**Routing congestion map**

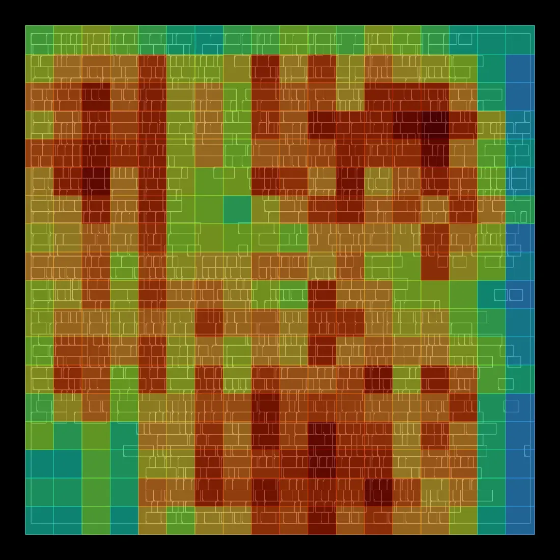
**Gate-type map**

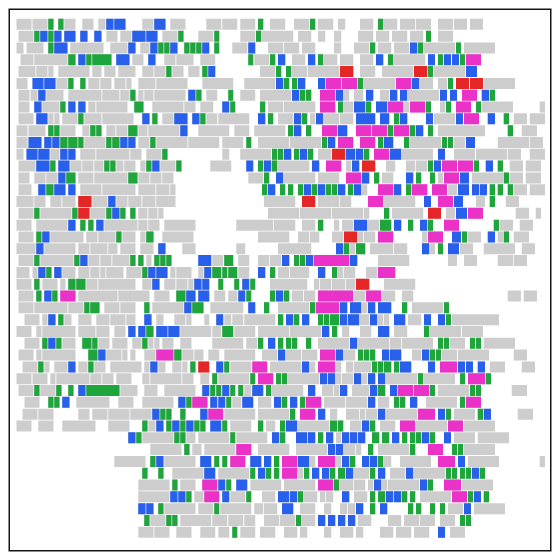
$ cat src/rtl/load_store_unit_pkg.sv
// Shared definitions for the load/store unit: FSM states, funct3 and fault codes.
package load_store_unit_pkg;

    typedef enum logic [2:0] {
        S_IDLE  = 3'd0,
        S_ACC0  = 3'd1,
        S_WAIT0 = 3'd2,
        S_ACC1  = 3'd3,
        S_WAIT1 = 3'd4,
        S_RESP  = 3'd5
    } state_t;

    localparam logic [2:0] F3_B  = 3'b000;
    localparam logic [2:0] F3_H  = 3'b001;
    localparam logic [2:0] F3_W  = 3'b010;
    localparam logic [2:0] F3_BU = 3'b100;
    localparam logic [2:0] F3_HU = 3'b101;

    localparam logic [1:0] FAULT_NONE     = 2'b00;
    localparam logic [1:0] FAULT_MISALIGN = 2'b01;
    localparam logic [1:0] FAULT_FUNCT3   = 2'b10;

    // Stores have no unsigned variants, so only B/H/W are legal for them.
    function automatic logic funct3_legal(input logic is_store, input logic [2:0] funct3);
        if (is_store) begin
            return funct3 inside {F3_B, F3_H, F3_W};
        end
        return funct3 inside {F3_B, F3_H, F3_W, F3_BU, F3_HU};
    endfunction

endpackage

$ cat src/rtl/lsu_align.sv
// Combinational lane logic: store lane masks/data across two words, load lane merge and extension.
module lsu_align
    import load_store_unit_pkg::*;
(
    input  logic [2:0]  funct3,
    input  logic [1:0]  offset,
    input  logic [31:0] wdata,
    input  logic [31:0] word0,
    input  logic [31:0] word1,
    output logic [3:0]  mask0,
    output logic [3:0]  mask1,
    output logic [31:0] wdata0,
    output logic [31:0] wdata1,
    output logic [31:0] rdata
);

    logic [3:0]  size_mask;
    logic [7:0]  mask8;
    logic [63:0] lanes;
    logic [31:0] merged;
    logic [5:0]  shamt;

    always_comb begin
        shamt = {1'b0, offset, 3'b000};
        case (funct3[1:0])
            2'b00:   size_mask = 4'b0001;
            2'b01:   size_mask = 4'b0011;
            default: size_mask = 4'b1111;
        endcase

        // Treat the two consecutive words as one 8-lane window; upper half is the second access.
        mask8 = {4'b0000, size_mask} << offset;
        lanes = {32'h0, wdata} << shamt;
        for (int i = 0; i < 8; i++) begin
            if (!mask8[i]) begin
                lanes[8*i +: 8] = 8'h00;
            end
        end
        mask0  = mask8[3:0];
        mask1  = mask8[7:4];
        wdata0 = lanes[31:0];
        wdata1 = lanes[63:32];

        merged = 32'({word1, word0} >> shamt);
        case (funct3)
            F3_B:    rdata = {{24{merged[7]}}, merged[7:0]};
            F3_H:    rdata = {{16{merged[15]}}, merged[15:0]};
            F3_BU:   rdata = {24'h0, merged[7:0]};
            F3_HU:   rdata = {16'h0, merged[15:0]};
            default: rdata = merged;
        endcase
    end

endmodule

$ cat src/rtl/load_store_unit.sv
// Load/store unit: one request at a time, word-aligned memory strobes, split or faulted misaligned
// accesses, fixed read latency, and a valid/ready response carrying extended load data.
module load_store_unit
    import load_store_unit_pkg::*;
#(
    parameter int READ_LATENCY  = 1,
    parameter bit MISALIGN_MODE = 1'b0
) (
    input  logic        clk,
    input  logic        rst,
    input  logic        req_valid,
    output logic        req_ready,
    input  logic        req_is_store,
    input  logic [2:0]  req_funct3,
    input  logic [31:0] req_addr,
    input  logic [31:0] req_wdata,
    output logic        resp_valid,
    input  logic        resp_ready,
    output logic [31:0] resp_rdata,
    output logic [1:0]  resp_fault,
    output logic        data_read,
    output logic [3:0]  data_write,
    output logic [31:0] data_addr,
    output logic [31:0] data_in,
    input  logic [31:0] data_out,
    output logic [2:0]  dbg_state
);

    // Handshakes: a transfer happens on a rising edge where valid and ready are both high;
    // resp_valid and its payload stay constant until that edge.

    localparam int CW = (READ_LATENCY < 1) ? 1 : $clog2(READ_LATENCY + 1);
    localparam logic [CW-1:0] LAT = CW'(READ_LATENCY);

    state_t        state, next;
    logic          r_is_store;
    logic [2:0]    r_funct3;
    logic [31:0]   r_addr;
    logic [31:0]   r_wdata;
    logic          r_split;
    logic [1:0]    r_fault;
    logic [31:0]   word0, word1;
    logic [CW-1:0] cnt;

    logic [1:0]  fault_in;
    logic        split_in;
    logic        misal_in;
    logic        cross_in;
    logic [31:0] word_base;
    logic [3:0]  mask0, mask1;
    logic [31:0] wdata0, wdata1, align_rdata;

    always_comb begin
        misal_in = (req_funct3[1:0] == 2'b01 && req_addr[0])
                || (req_funct3[1:0] == 2'b10 && req_addr[1:0] != 2'b00);
        cross_in = (req_funct3[1:0] == 2'b01 && req_addr[1:0] == 2'b11)
                || (req_funct3[1:0] == 2'b10 && req_addr[1:0] != 2'b00);
        if (!funct3_legal(req_is_store, req_funct3)) begin
            fault_in = FAULT_FUNCT3;
        end else if (MISALIGN_MODE && misal_in) begin
            fault_in = FAULT_MISALIGN;
        end else begin
            fault_in = FAULT_NONE;
        end
        split_in = !MISALIGN_MODE && cross_in;
    end

    lsu_align u_align (
        .funct3 (r_funct3),
        .offset (r_addr[1:0]),
        .wdata  (r_wdata),
        .word0  (word0),
        .word1  (word1),
        .mask0  (mask0),
        .mask1  (mask1),
        .wdata0 (wdata0),
        .wdata1 (wdata1),
        .rdata  (align_rdata)
    );

    always_ff @(posedge clk) begin
        if (rst) begin
            state      <= S_IDLE;
            r_is_store <= 1'b0;
            r_funct3   <= 3'b000;
            r_addr     <= 32'h0;
            r_wdata    <= 32'h0;
            r_split    <= 1'b0;
            r_fault    <= FAULT_NONE;
            word0      <= 32'h0;
            word1      <= 32'h0;
            cnt        <= '0;
        end else begin
            state <= next;
            if (state == S_IDLE && req_valid) begin
                r_is_store <= req_is_store;
                r_funct3   <= req_funct3;
                r_addr     <= req_addr;
                r_wdata    <= req_wdata;
                r_split    <= split_in;
                r_fault    <= fault_in;
            end
            // cnt counts cycles since the read strobe; data_out is sampled when it reaches LAT.
            case (state)
                S_ACC0, S_ACC1:   cnt <= CW'(1);
                S_WAIT0, S_WAIT1: cnt <= cnt + CW'(1);
                default:          cnt <= cnt;
            endcase
            if (state == S_WAIT0 && cnt == LAT) begin
                word0 <= data_out;
            end
            if (state == S_WAIT1 && cnt == LAT) begin
                word1 <= data_out;
            end
        end
    end

    always_comb begin
        next       = state;
        req_ready  = 1'b0;
        resp_valid = 1'b0;
        data_read  = 1'b0;
        data_write = 4'b0000;
        data_addr  = 32'h0;
        data_in    = 32'h0;
        word_base  = {r_addr[31:2], 2'b00};
        case (state)
            S_IDLE: begin
                req_ready = 1'b1;
                if (req_valid) begin
                    next = (fault_in != FAULT_NONE) ? S_RESP : S_ACC0;
                end
            end
            S_ACC0: begin
                data_addr = word_base;
                if (r_is_store) begin
                    data_write = mask0;
                    data_in    = wdata0;
                    next       = r_split ? S_ACC1 : S_RESP;
                end else begin
                    data_read = 1'b1;
                    next      = S_WAIT0;
                end
            end
            S_WAIT0: begin
                if (cnt == LAT) begin
                    next = r_split ? S_ACC1 : S_RESP;
                end
            end
            S_ACC1: begin
                data_addr = word_base + 32'd4;
                if (r_is_store) begin
                    data_write = mask1;
                    data_in    = wdata1;
                    next       = S_RESP;
                end else begin
                    data_read = 1'b1;
                    next      = S_WAIT1;
                end
            end
            S_WAIT1: begin
                if (cnt == LAT) begin
                    next = S_RESP;
                end
            end
            S_RESP: begin
                resp_valid = 1'b1;
                if (resp_ready) begin
                    next = S_IDLE;
                end
            end
            default: next = S_IDLE;
        endcase
    end

    assign resp_rdata = (state == S_RESP && !r_is_store && r_fault == FAULT_NONE) ? align_rdata : 32'h0;
    assign resp_fault = (state == S_RESP) ? r_fault : FAULT_NONE;
    assign dbg_state  = state;

endmodule

$ cat config.mk
export PLATFORM = sky130hd
export DESIGN_NAME = load_store_unit
export DESIGN_NICKNAME = d
export VERILOG_FILES = /design/src/rtl/load_store_unit_pkg.sv /design/src/rtl/lsu_align.sv /design/src/rtl/load_store_unit.sv
export SDC_FILE = /design/constraint.sdc
export NUM_CORES = 1
export LEC_CHECK = 0
export CORE_UTILIZATION = 50
export CTS_BUF_LIST = sky130_fd_sc_hd__clkbuf_8
export DETAILED_ROUTE_END_ITERATION = 12
export PLACE_DENSITY = 0.94
export SYNTH_ARGS = -nofsm -noshare
export SYNTH_HDL_FRONTEND = slang
export SYNTH_SLANG_ARGS = --single-unit
$ cat constraint.sdc
create_clock -name clk -period 2.95 [get_ports clk]
set_input_delay 0.59 -clock clk [delete_from_list [all_inputs] [get_ports clk]]
set_output_delay 0.59 -clock clk [all_outputs]
set_load 0.02 [all_outputs]
==> job_summary.md <==
### Metrics collected by this job

| Metric | Value |
|---|---|
| Outcome | complete, but fails checks |
| Violations in the final reports | setup timing |
| Number of nets still failing antenna checks after routing | 0 |
| P per Cell Area | 604 nW/um^2 |
| Post-layout nets | around 1400 |
| Sum of negative setup slack | -0.340 ns |
| Largest registers ranked by flip-flop count | r_addr x32, r_wdata x32, word0 x32 |
| Antenna cell count | 0 |
| Predominant post-synthesis flop cell | sky130_fd_sc_hd__dfxtp_1 |
| Warning total across the stage logs | 28 |
| Total power draw | 6.38 mW |
| DRC violation count after routing | 0 |
| Critical path capture point type | output port |
| Post-Layout Inst Area | 10600 um^2 |
| Async set-or-reset flop fraction in the synthesized netlist | 0 |
| Number of sequential cells | 130 |
| Total cells reported by yosys after synthesis | 1062 |
| Clock Root Buffer | sky130_fd_sc_hd__clkbuf_8 |
| Tally of clock buffers in the finished layout | 20 |
| Total detailed-routing wirelength | 26.7 mm |
| Initial antenna violation count | 0 |
| Non-Clock Buffer Area Fraction | 0.252 |
| Net switching power | 2.53 mW |
| Flip-flops with a built-in enable | 0 |
| TAP cells | around 180 |
| Comb gate area | ~4600 um^2 |
| Final number of hold-violating endpoints | 0 |
| Non-clock buffer count | 299 |
| Setup fix buffers added after clock tree synthesis | 10 |
| RSZ-0062 raised after global routing | yes |
| Length of the first detailed-routing pass in iterations | 7 |
| TritonCTS buffer count | 17 |
| Switching Fraction | 0.396 |
| Std-Cell Rows | 44 |
| Share of the core filled by cells before placement | 0.513 |
| Detailed Place HPWL | about 17 mm |
| Gr ovfl total | 0 |
| Highest clock frequency the design can meet | 327 MHz |
| Type of the most critical hold path | flop to flop |
| Seq pwr share | 0.363 |
| Total internal power | 3.85 mW |
| Fillers | 1029 |
| Clock Tree Buf Depth | 2 |
| Relative area of clock buffers and inverters in the final design | 0.0383 |
| Most frequent cells in the layout | sky130_fd_sc_hd__nand2_1, sky130_fd_sc_hd__a21oi_1, sky130_fd_sc_hd__clkdlybuf4s50_1 |
| Share of final-layout standard cells stronger than drive strength 1 | 0.175 |
| Critical Path Max Stage Delay | 0.56 ns |
| Die Span Y | around 120 um |
| Placed inst area | ~10000 um^2 |
| Register fraction of the total cell area | 0.250 |
| Setup slack on the worst flop-to-flop path | a little over 0.8 ns |
| Layout area overhead | 41.1% |
| Worst setup slack after placement | -0.0555 ns |
| Width of the die | 124 um |
| TritonCTS Sinks | 130 |
| Share of the clock period used by the worst path | 1.04 |
| Origin of the worst setup path | r_addr[12] |
| Mean area per synthesized cell | between 7 and 8 um^2 |
| Final-report max-slew violation count | 0 |
| Post-cts gate resize count | 219 |
| Flop area | 2640 um^2 |
| Std-Cell Core Area | 14600 um^2 |
| DR vias | 8983 |
| Number of buffer cells added on primary ports | 208 |
| Part of the power in the clock network | 0.246 |
| Worst clock skew | 0.00803 ns |
| Wire length of the first global-routing pass | 42.3 mm |
| Slew of the pin with the lowest slew margin | 0.973 ns |
| Setup ws final | -0.109 ns |
| Register bit total from synthesis | 130 |
| Die Footprint | 15500 um^2 |
| Number of setup violations in the final report | 5 |
| Warnings from Yosys | 0 |
| Cell area after synthesis | around 7500 um^2 |
| Minimum clock period | 3.06 ns |
| Maximum fanout along the worst path | 7 |
| Final Hold Slack | 0.456 ns |
| CTS tree | done |
-- 'routing congestion map' (at the start) --
met3 capacity usage during global routing: 0.0842
GR Util met2: 0.533
routed length per instance: 17.9 um
Finished Core Util: 0.724
GR Util All Layers: 0.334

-- 'gate-type map' (at the start) --
magenta -> multiplexers  # cells 67, most used mux2i_1
blue -> inverting AOI/OAI gates  # cells 279, most used a21oi_1, where widely spread
red -> AND-OR and OR-AND gates  # cells 13, most used a22o_1
green -> NAND gates  # cells 331, most used nand2_1, where widely spread
fraction of area in multi-input gates: 0.434
most common library cell in the layout ignoring fill and taps: sky130_fd_sc_hd__nand2_1
non-filler cells, final: 1487

logic make-up (layout without fill, tap and decap cells):
group           count (synthesis)  after routing  share of synthesized area
simple gates                  451            451                      0.264
mux                            67             67                     0.0946
xor+xnor                       14             14                     0.0164
other cells                     1              3                   0.000501
flops                         130            130                      0.348
compound gates                292            292                      0.218
fa+ha+maj                       1              1                    0.00167
buf+inv                       106            345                     0.0572
power groups by stage:
stage / clock network (mW) / registers, mW / logic (mW)
finish: 1.57 / 2.32 / 2.50
detailed placement: 0 / 2.31 / 2.36
CTS: 1.56 / 2.29 / 2.38
global route: 1.65 / 2.35 / 2.72
floorplan: 0 / 2.27 / 1.50
global placement: 0 / 2.29 / 2.30
per-layer routing:
metal  vias to the layer above  share of wire
met5                         -              0
met1                      4179           0.38
li1                       4111              -
met3                       113           0.11
met4                         0          0.046
met2                       580           0.46
synth_stat cells (3+ instances only):
| cell type | number | area (um^2) |
|---|---|---|
| sky130_fd_sc_hd__xor2_1 | 8 | 70.1 |
| sky130_fd_sc_hd__or4_1 | 13 | 97.6 |
| sky130_fd_sc_hd__inv_1 | 13 | 48.8 |
| sky130_fd_sc_hd__o31ai_1 | 12 | 90.1 |
| sky130_fd_sc_hd__nor2b_1 | 10 | 62.6 |
| sky130_fd_sc_hd__a22o_1 | 8 | 70.1 |
| sky130_fd_sc_hd__or3_1 | 12 | 75.1 |
| sky130_fd_sc_hd__a211oi_1 | 24 | 180 |
| sky130_fd_sc_hd__and2_1 | 11 | 68.8 |
| sky130_fd_sc_hd__buf_4 | 4 | 30.0 |
| sky130_fd_sc_hd__nor4_1 | 5 | 31.3 |
| sky130_fd_sc_hd__nor2_1 | 49 | 184 |
| sky130_fd_sc_hd__buf_2 | 11 | 55.1 |
| sky130_fd_sc_hd__nor3_1 | 6 | 30.0 |
| sky130_fd_sc_hd__a21oi_1 | 183 | 916 |
| sky130_fd_sc_hd__mux2i_1 | 55 | 551 |
| sky130_fd_sc_hd__o21a_1 | 3 | 22.5 |
| sky130_fd_sc_hd__o211ai_1 | 3 | 22.5 |
| sky130_fd_sc_hd__o21ai_0 | 44 | 220 |
| sky130_fd_sc_hd__nand2_1 | 300 | 1130 |
| sky130_fd_sc_hd__nand3b_1 | 3 | 22.5 |
| sky130_fd_sc_hd__o22ai_1 | 9 | 56.3 |
| sky130_fd_sc_hd__nand2b_1 | 3 | 18.8 |
| sky130_fd_sc_hd__nand3_1 | 15 | 75.1 |
| sky130_fd_sc_hd__dfxtp_1 | 130 | 2600 |
| sky130_fd_sc_hd__xnor2_1 | 6 | 52.6 |
| sky130_fd_sc_hd__clkbuf_1 | 64 | 240 |
| sky130_fd_sc_hd__and4_1 | 3 | 26.3 |
| sky130_fd_sc_hd__buf_1 | 12 | 45.0 |
| sky130_fd_sc_hd__or2_2 | 4 | 25.0 |
| sky130_fd_sc_hd__mux2_2 | 10 | 113 |
| sky130_fd_sc_hd__nand4_1 | 8 | 50.1 |
worst paths after layout:
path                   end  cells after the start
max          data_addr[28]                      6
min reg2reg       word0[0]                      2
max reg2reg       word1[4]                      5
min               word0[0]                      2
Power and IR drop assume default switching activity.
